==> images/clock_nets.png <==
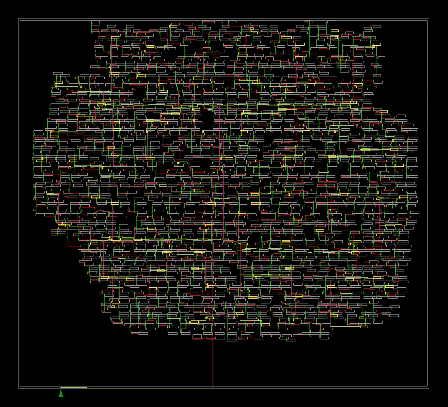
==> images/sizing.png <==
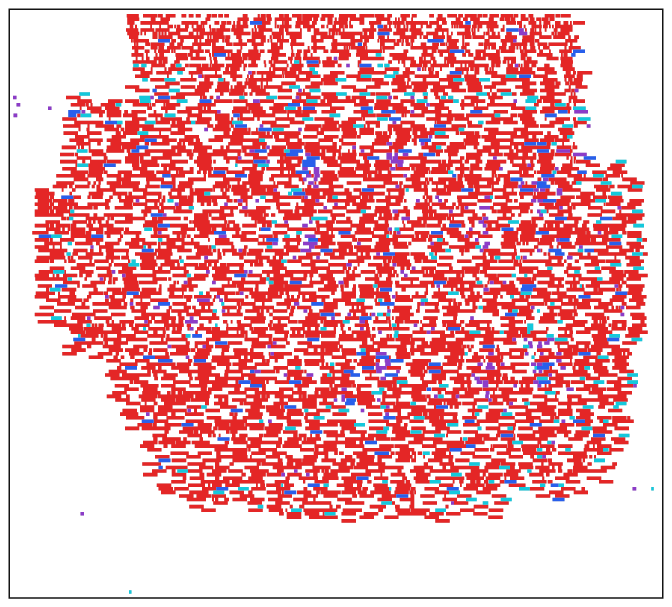
===== src/rtl/edge_pkg.sv =====
// Shared definitions for the edge-window scheduler: window geometry, pixel
// type and scheduler state encoding.
package edge_pkg;

    localparam int unsigned WIN_DIM  = 5;
    localparam int unsigned PIX_W    = 8;
    localparam int unsigned WIN_BITS = WIN_DIM * WIN_DIM * PIX_W;   // 200
    localparam int unsigned ROW_BITS = WIN_DIM * PIX_W;             // 40

    typedef logic [PIX_W-1:0] pix_t;

    typedef enum logic [1:0] {
        IDLE  = 2'd0,
        RUN   = 2'd1,
        DRAIN = 2'd2
    } sched_state_t;

endpackage


===== src/rtl/edge_line_buf.sv =====
// Four-line circular pixel store. All four lines share one address (the
// current column). Reads are combinational and return the old contents;
// a write shifts each line's entry one line older and stores the new pixel
// as the youngest line.
// Ports:
//   clk             system clock
//   i_we            rotate the lines at i_addr
//   i_addr          column address
//   i_wdata         incoming pixel (becomes line 3)
//   o_lb0..o_lb3    stored pixels at i_addr, o_lb0 oldest
module edge_line_buf
    import edge_pkg::*;
#(
    parameter int unsigned IMG_W = 64,
    parameter int unsigned COL_W = $clog2(IMG_W)
) (
    input  logic             clk,
    input  logic             i_we,
    input  logic [COL_W-1:0] i_addr,
    input  pix_t             i_wdata,
    output pix_t             o_lb0,
    output pix_t             o_lb1,
    output pix_t             o_lb2,
    output pix_t             o_lb3
);

    pix_t r_mem [4][IMG_W];

    assign o_lb0 = r_mem[0][i_addr];
    assign o_lb1 = r_mem[1][i_addr];
    assign o_lb2 = r_mem[2][i_addr];
    assign o_lb3 = r_mem[3][i_addr];

    // Contents are don't-care after reset, so no reset on the storage.
    always_ff @(posedge clk) begin
        if (i_we) begin
            r_mem[0][i_addr] <= r_mem[1][i_addr];
            r_mem[1][i_addr] <= r_mem[2][i_addr];
            r_mem[2][i_addr] <= r_mem[3][i_addr];
            r_mem[3][i_addr] <= i_wdata;
        end
    end

endmodule


===== src/rtl/edge_window_sched.sv =====
// Streaming scheduler for a combinational 5x5 edge kernel over a raster
// frame. Buffers four lines plus a 5x5 shift window, presents each fully
// interior window on win_out, registers the kernel result and emits it on a
// valid/ready stream.
// Build option: EDGE_THRESH_EN adds a thresh input and binarises the output
// (kern_in >= thresh -> 8'hFF, else 8'h00).
// Ports:
//   clk, rst              clock, async active-high reset
//   start                 begin a frame (IDLE only)
//   in_valid/in_ready     input pixel handshake, in_pixel raster order
//   win_out               window: row r at [40r+39:40r], column c at +8c
//   kern_in               kernel magnitude for the current win_out
//   out_valid/out_ready   result handshake, out_pixel result
//   busy                  not IDLE
//   frame_done            pulse after the final result handshakes
module edge_window_sched
    import edge_pkg::*;
#(
    parameter int unsigned IMG_W = 64,
    parameter int unsigned IMG_H = 64
) (
    input  logic                clk,
    input  logic                rst,
    input  logic                start,
    input  logic                in_valid,
    output logic                in_ready,
    input  logic [PIX_W-1:0]    in_pixel,
    output logic [WIN_BITS-1:0] win_out,
    input  logic [PIX_W-1:0]    kern_in,
`ifdef EDGE_THRESH_EN
    input  logic [PIX_W-1:0]    thresh,
`endif
    output logic                out_valid,
    input  logic                out_ready,
    output logic [PIX_W-1:0]    out_pixel,
    output logic                busy,
    output logic                frame_done
);

    localparam int unsigned COL_W = $clog2(IMG_W);
    localparam int unsigned ROW_W = $clog2(IMG_H);

    sched_state_t        r_state;
    sched_state_t        w_state_nxt;
    logic [COL_W-1:0]    r_col;
    logic [ROW_W-1:0]    r_row;
    logic                r_win_vld;
    logic [WIN_BITS-1:0] r_win;
    logic                r_out_valid;
    pix_t                r_out_pixel;
    logic                r_frame_done;

    logic                w_stall;
    logic                w_accept;
    logic                w_col_end;
    logic                w_last_pix;
    logic                w_last_hs;
    pix_t                w_res;
    pix_t                w_col [WIN_DIM];

    assign w_stall    = r_out_valid && !out_ready;
    assign in_ready   = (r_state == RUN) && !w_stall;
    assign w_accept   = in_valid && in_ready;
    assign w_col_end  = (r_col == COL_W'(IMG_W - 1));
    assign w_last_pix = w_col_end && (r_row == ROW_W'(IMG_H - 1));
    // Final result: handshake in DRAIN with no window still pending.
    assign w_last_hs  = (r_state == DRAIN) && r_out_valid && out_ready && !r_win_vld;

    assign busy       = (r_state != IDLE);
    assign win_out    = r_win;
    assign out_valid  = r_out_valid;
    assign out_pixel  = r_out_pixel;
    assign frame_done = r_frame_done;

`ifdef EDGE_THRESH_EN
    assign w_res = (kern_in >= thresh) ? 8'hFF : 8'h00;
`else
    assign w_res = kern_in;
`endif

    edge_line_buf #(
        .IMG_W (IMG_W),
        .COL_W (COL_W)
    ) u_line_buf (
        .clk     (clk),
        .i_we    (w_accept),
        .i_addr  (r_col),
        .i_wdata (in_pixel),
        .o_lb0   (w_col[0]),
        .o_lb1   (w_col[1]),
        .o_lb2   (w_col[2]),
        .o_lb3   (w_col[3])
    );
    assign w_col[4] = in_pixel;

    // State register.
    always_ff @(posedge clk or posedge rst) begin
        if (rst) r_state <= IDLE;
        else     r_state <= w_state_nxt;
    end

    // Next-state logic.
    always_comb begin
        w_state_nxt = r_state;
        case (r_state)
            IDLE:    if (start)                   w_state_nxt = RUN;
            RUN:     if (w_accept && w_last_pix)  w_state_nxt = DRAIN;
            DRAIN:   if (w_last_hs)               w_state_nxt = IDLE;
            default:                              w_state_nxt = IDLE;
        endcase
    end

    // Stage 1: raster counters, window shift and window-valid flag.
    always_ff @(posedge clk or posedge rst) begin
        if (rst) begin
            r_col     <= '0;
            r_row     <= '0;
            r_win_vld <= 1'b0;
            r_win     <= '0;
        end else if (r_state == IDLE && start) begin
            r_col <= '0;
            r_row <= '0;
        end else if (w_accept) begin
            for (int r = 0; r < WIN_DIM; r++) begin
                r_win[r*ROW_BITS +: ROW_BITS] <= {w_col[r], r_win[r*ROW_BITS + PIX_W +: ROW_BITS - PIX_W]};
            end
            // Columns 0..3 of a line hold stale data from the previous line.
            r_win_vld <= (r_row >= ROW_W'(4)) && (r_col >= COL_W'(4));
            if (w_col_end) begin
                r_col <= '0;
                r_row <= r_row + ROW_W'(1);
            end else begin
                r_col <= r_col + COL_W'(1);
            end
        end else if (!w_stall) begin
            r_win_vld <= 1'b0;
        end
    end

    // Stage 2: result register, held while the consumer stalls.
    always_ff @(posedge clk or posedge rst) begin
        if (rst) begin
            r_out_valid  <= 1'b0;
            r_out_pixel  <= '0;
            r_frame_done <= 1'b0;
        end else begin
            r_frame_done <= w_last_hs;
            if (!w_stall) begin
                r_out_valid <= r_win_vld;
                r_out_pixel <= w_res;
            end
        end
    end

endmodule


===== config.mk =====
export PLATFORM = sky130hd
export DESIGN_NAME = edge_window_sched
export DESIGN_NICKNAME = d
export VERILOG_FILES = /design/src/rtl/edge_pkg.sv /design/src/rtl/edge_line_buf.sv /design/src/rtl/edge_window_sched.sv
export SDC_FILE = /design/constraint.sdc
export NUM_CORES = 2
export LEC_CHECK = 0
export CORE_ASPECT_RATIO = 0.9
export CORE_MARGIN = 2
export CORE_UTILIZATION = 40
export CTS_CLUSTER_DIAMETER = 80
export CTS_CLUSTER_SIZE = 24
export DETAILED_ROUTE_END_ITERATION = 16
export PLACE_DENSITY = 0.6
export SLEW_MARGIN = 20
export SYNTH_ARGS = -nofsm -noshare
export SYNTH_HDL_FRONTEND = slang
export SYNTH_SLANG_ARGS = --single-unit

===== constraint.sdc =====
create_clock -name clk -period 12.5 [get_ports clk]
set_input_delay 3.75 -clock clk [delete_from_list [all_inputs] [get_ports clk]]
set_output_delay 3.75 -clock clk [all_outputs]
set_load 0.03 [all_outputs]

==> run summary <==
impl run done, here's what came out: total negative setup slack=0 ns, RSZ-0062 raised after global routing=no, Init Core Util=roughly 40%, core area=219000 um2, largest net degree at the start of global routing=about 130, ao+oa area frac=a little under a tenth, routed wl met2=about 130000 um, EDFF count, synth=roughly 2000, Critical Path Source=out_ready, Worst R2R Start=r_col[0], Clk pwr share=between 30% and 40%, top cells, area=edfxtp_1 70%, dfrtp_1 6.4%, nand2_1 2.9%, final-report max-slew violation count=0, Place WS=~3.2 ns, later-pin clock latency in the skew report=just over 0.8 ns, final critical-path required period=about 9.3 ns, simple share=around 7%, status=finished clean, Post-synth seq share=between 70% and 80%, Max Clk Rate=108 MHz, sw power=approximately 2500 uW, post-cts resize count=0, critical path type=in -> out, Hold Path Class=reg -> reg, Post-route DRC=0, CTS tree=yes, gpl congestion=0.953, max reg flops=~2000, Avg WL per Cell=35.8 um, element type at the critical path end=primary output, worst slew pin tran=1.26 ns, Commonest flop=edfxtp_1, register name with the most flops=u_line_buf.r_mem, layout overhead on the synthesized area=11.8%, Commonest Layout Cell=edfxtp_1, final setup vio count=0, Via-to-Cell Ratio=6.40, Clk. pwr=4310 uW, Synth Instances=approximately 5400, Startpoint Class=input port, worst-path maximum fanout=12, total track usage=around a quarter, YS warnings=0, xor+xnor area frac=less than 1%, internal power=between 10000 and 15000 uW, Die W=around 500 um, initial antenna violation count=18, Top power group=registers, CTS root buffer=clkbuf_16, largest non-sequential cell family by area=AND-OR/OR-AND gates, met3 routed WL=roughly 42000 um, # rows=approximately 160, GRT overflow=0, max-cap violations=0, synthesized area=roughly 90000 um2, routed wire length=304000 um, Mean Syn Cell Area=about 16 um2, CP arrival=roughly 5.5 ns, peak supply drop=between 100 and 150 uV, PwrDens=~130 nW/um2, Post-DP HPWL=around 190000 um, share of cells above drive strength 1=roughly an eighth, 1st-pass router iterations=6, IO buf count=~230, MUX share of area=5.16%, Hold Path Origin=win_out[158], biggest area consumer among synthesized cells=edfxtp_1, Sw Ratio=about a fifth, Data required, critical path=8.75 ns, Netlist cell types=between 70 and 80, I/O Pins=233, Net Count, Synth=roughly 5400, Vias=approximately 54000, Tcrit/Tclk final=between 70% and 80%, post-synth top area share=~70%, met1 wire length=about 110000 um, cts hold-fix bufs=0, Synth flops=about 2300, DR top layer=met5, most frequent cells in the layout=2048 x edfxtp_1, 656 x nand2_1, 301 x a22oi_1, clk slew on worst S/H paths=about 0.1 ns, Iteration-0 DRC Markers=around 9600, TritonCTS Buffers=approximately 110, sequential power share=65.2%, first-pass GRT wire length=around 420000 um, chip footprint=between 200000 and 250000 um2, Fin. Hold Viols=0, worst setup margin=3.23 ns
Back to the opening pictures, clock_nets.png:
TritonCTS Sinks: 2273
Clock Skew: 0.0555 ns
Seq cells: 2273

Back to the opening pictures, sizing.png:
legend:
  x1 and smaller:
    color: red
    cells: 4884
  x2:
    color: cyan
    cells: 277
  x6 and larger:
    color: blue
    cells: 169
  x3 and x4:
    color: purple
    cells: 278

==> area by class of cell <==
cell class	count	area (um2)
repair buffers	440	4380
inverters	8	45.0
diodes	3	7.51
clock buffers	157	3020
clock inverters	38	468
fillers	18900	121000
flip-flops and latches	2273	67100
well taps	2887	3610
multi-input cells	2692	19800
==> metrics by stage <==
step	cell area [um2]	hold slack (ns)	std cells	utilization [%]	power [uW]
floorplan	88100	0.439	5367	-	8370
global placement	94300	0.454	8272	43.1	8420
detailed placement	94900	0.463	8296	43.3	8420
CTS	98400	0.478	8491	44.9	12600
global route	98500	0.504	8497	44.9	12800
finish	98500	0.466	8498	44.9	12600
==> synthesized netlist by cell type, types with 39 or more instances <==
cell	n
and3_1	40
nor2_1	141
mux2i_1	122
nor3_1	39
clkbuf_1	153
edfxtp_1	2048
a22oi_1	301
nand2_1	672
a221oi_1	180
nand3b_1	96
buf_1	57
mux2_2	81
mux4_2	107
o22ai_1	92
o21ai_0	97
buf_2	135
dfrtp_1	225
nand3_1	55
a21oi_1	120
==> metal layers <==
metal / vias up / track usage (%)
met5: - / 0
met4: 12 / 12.2
met3: 658 / 8.92
met2: 3851 / 39.2
met1: 28300 / 35.1
li1: 21600 / -
==> path summary, 6_finish.rpt <==
| check | cells after the start | slack [ns] | end |
|---|---|---|---|
| setup reg to reg | 11 | 5.93 | win_out[156] |
| hold / removal | 2 | 0.47 | win_out[150] |
| max in group asynchronous | 3 | 7.52 | win_out[153] |
| setup / recovery | 4 | 3.23 | in_ready |
| hold reg to reg | 2 | 0.47 | win_out[150] |
| min in group asynchronous | 2 | 3.54 | win_out[14] |
==> critical path, stage by stage <==
cell and delay [ns]:
clkdlybuf4s50_1 0.50, nand2b_1 0.40, and2_1 0.19, clkdlybuf4s50_1 0.67
No activity file was given, so power comes from the tool's default toggle rates.
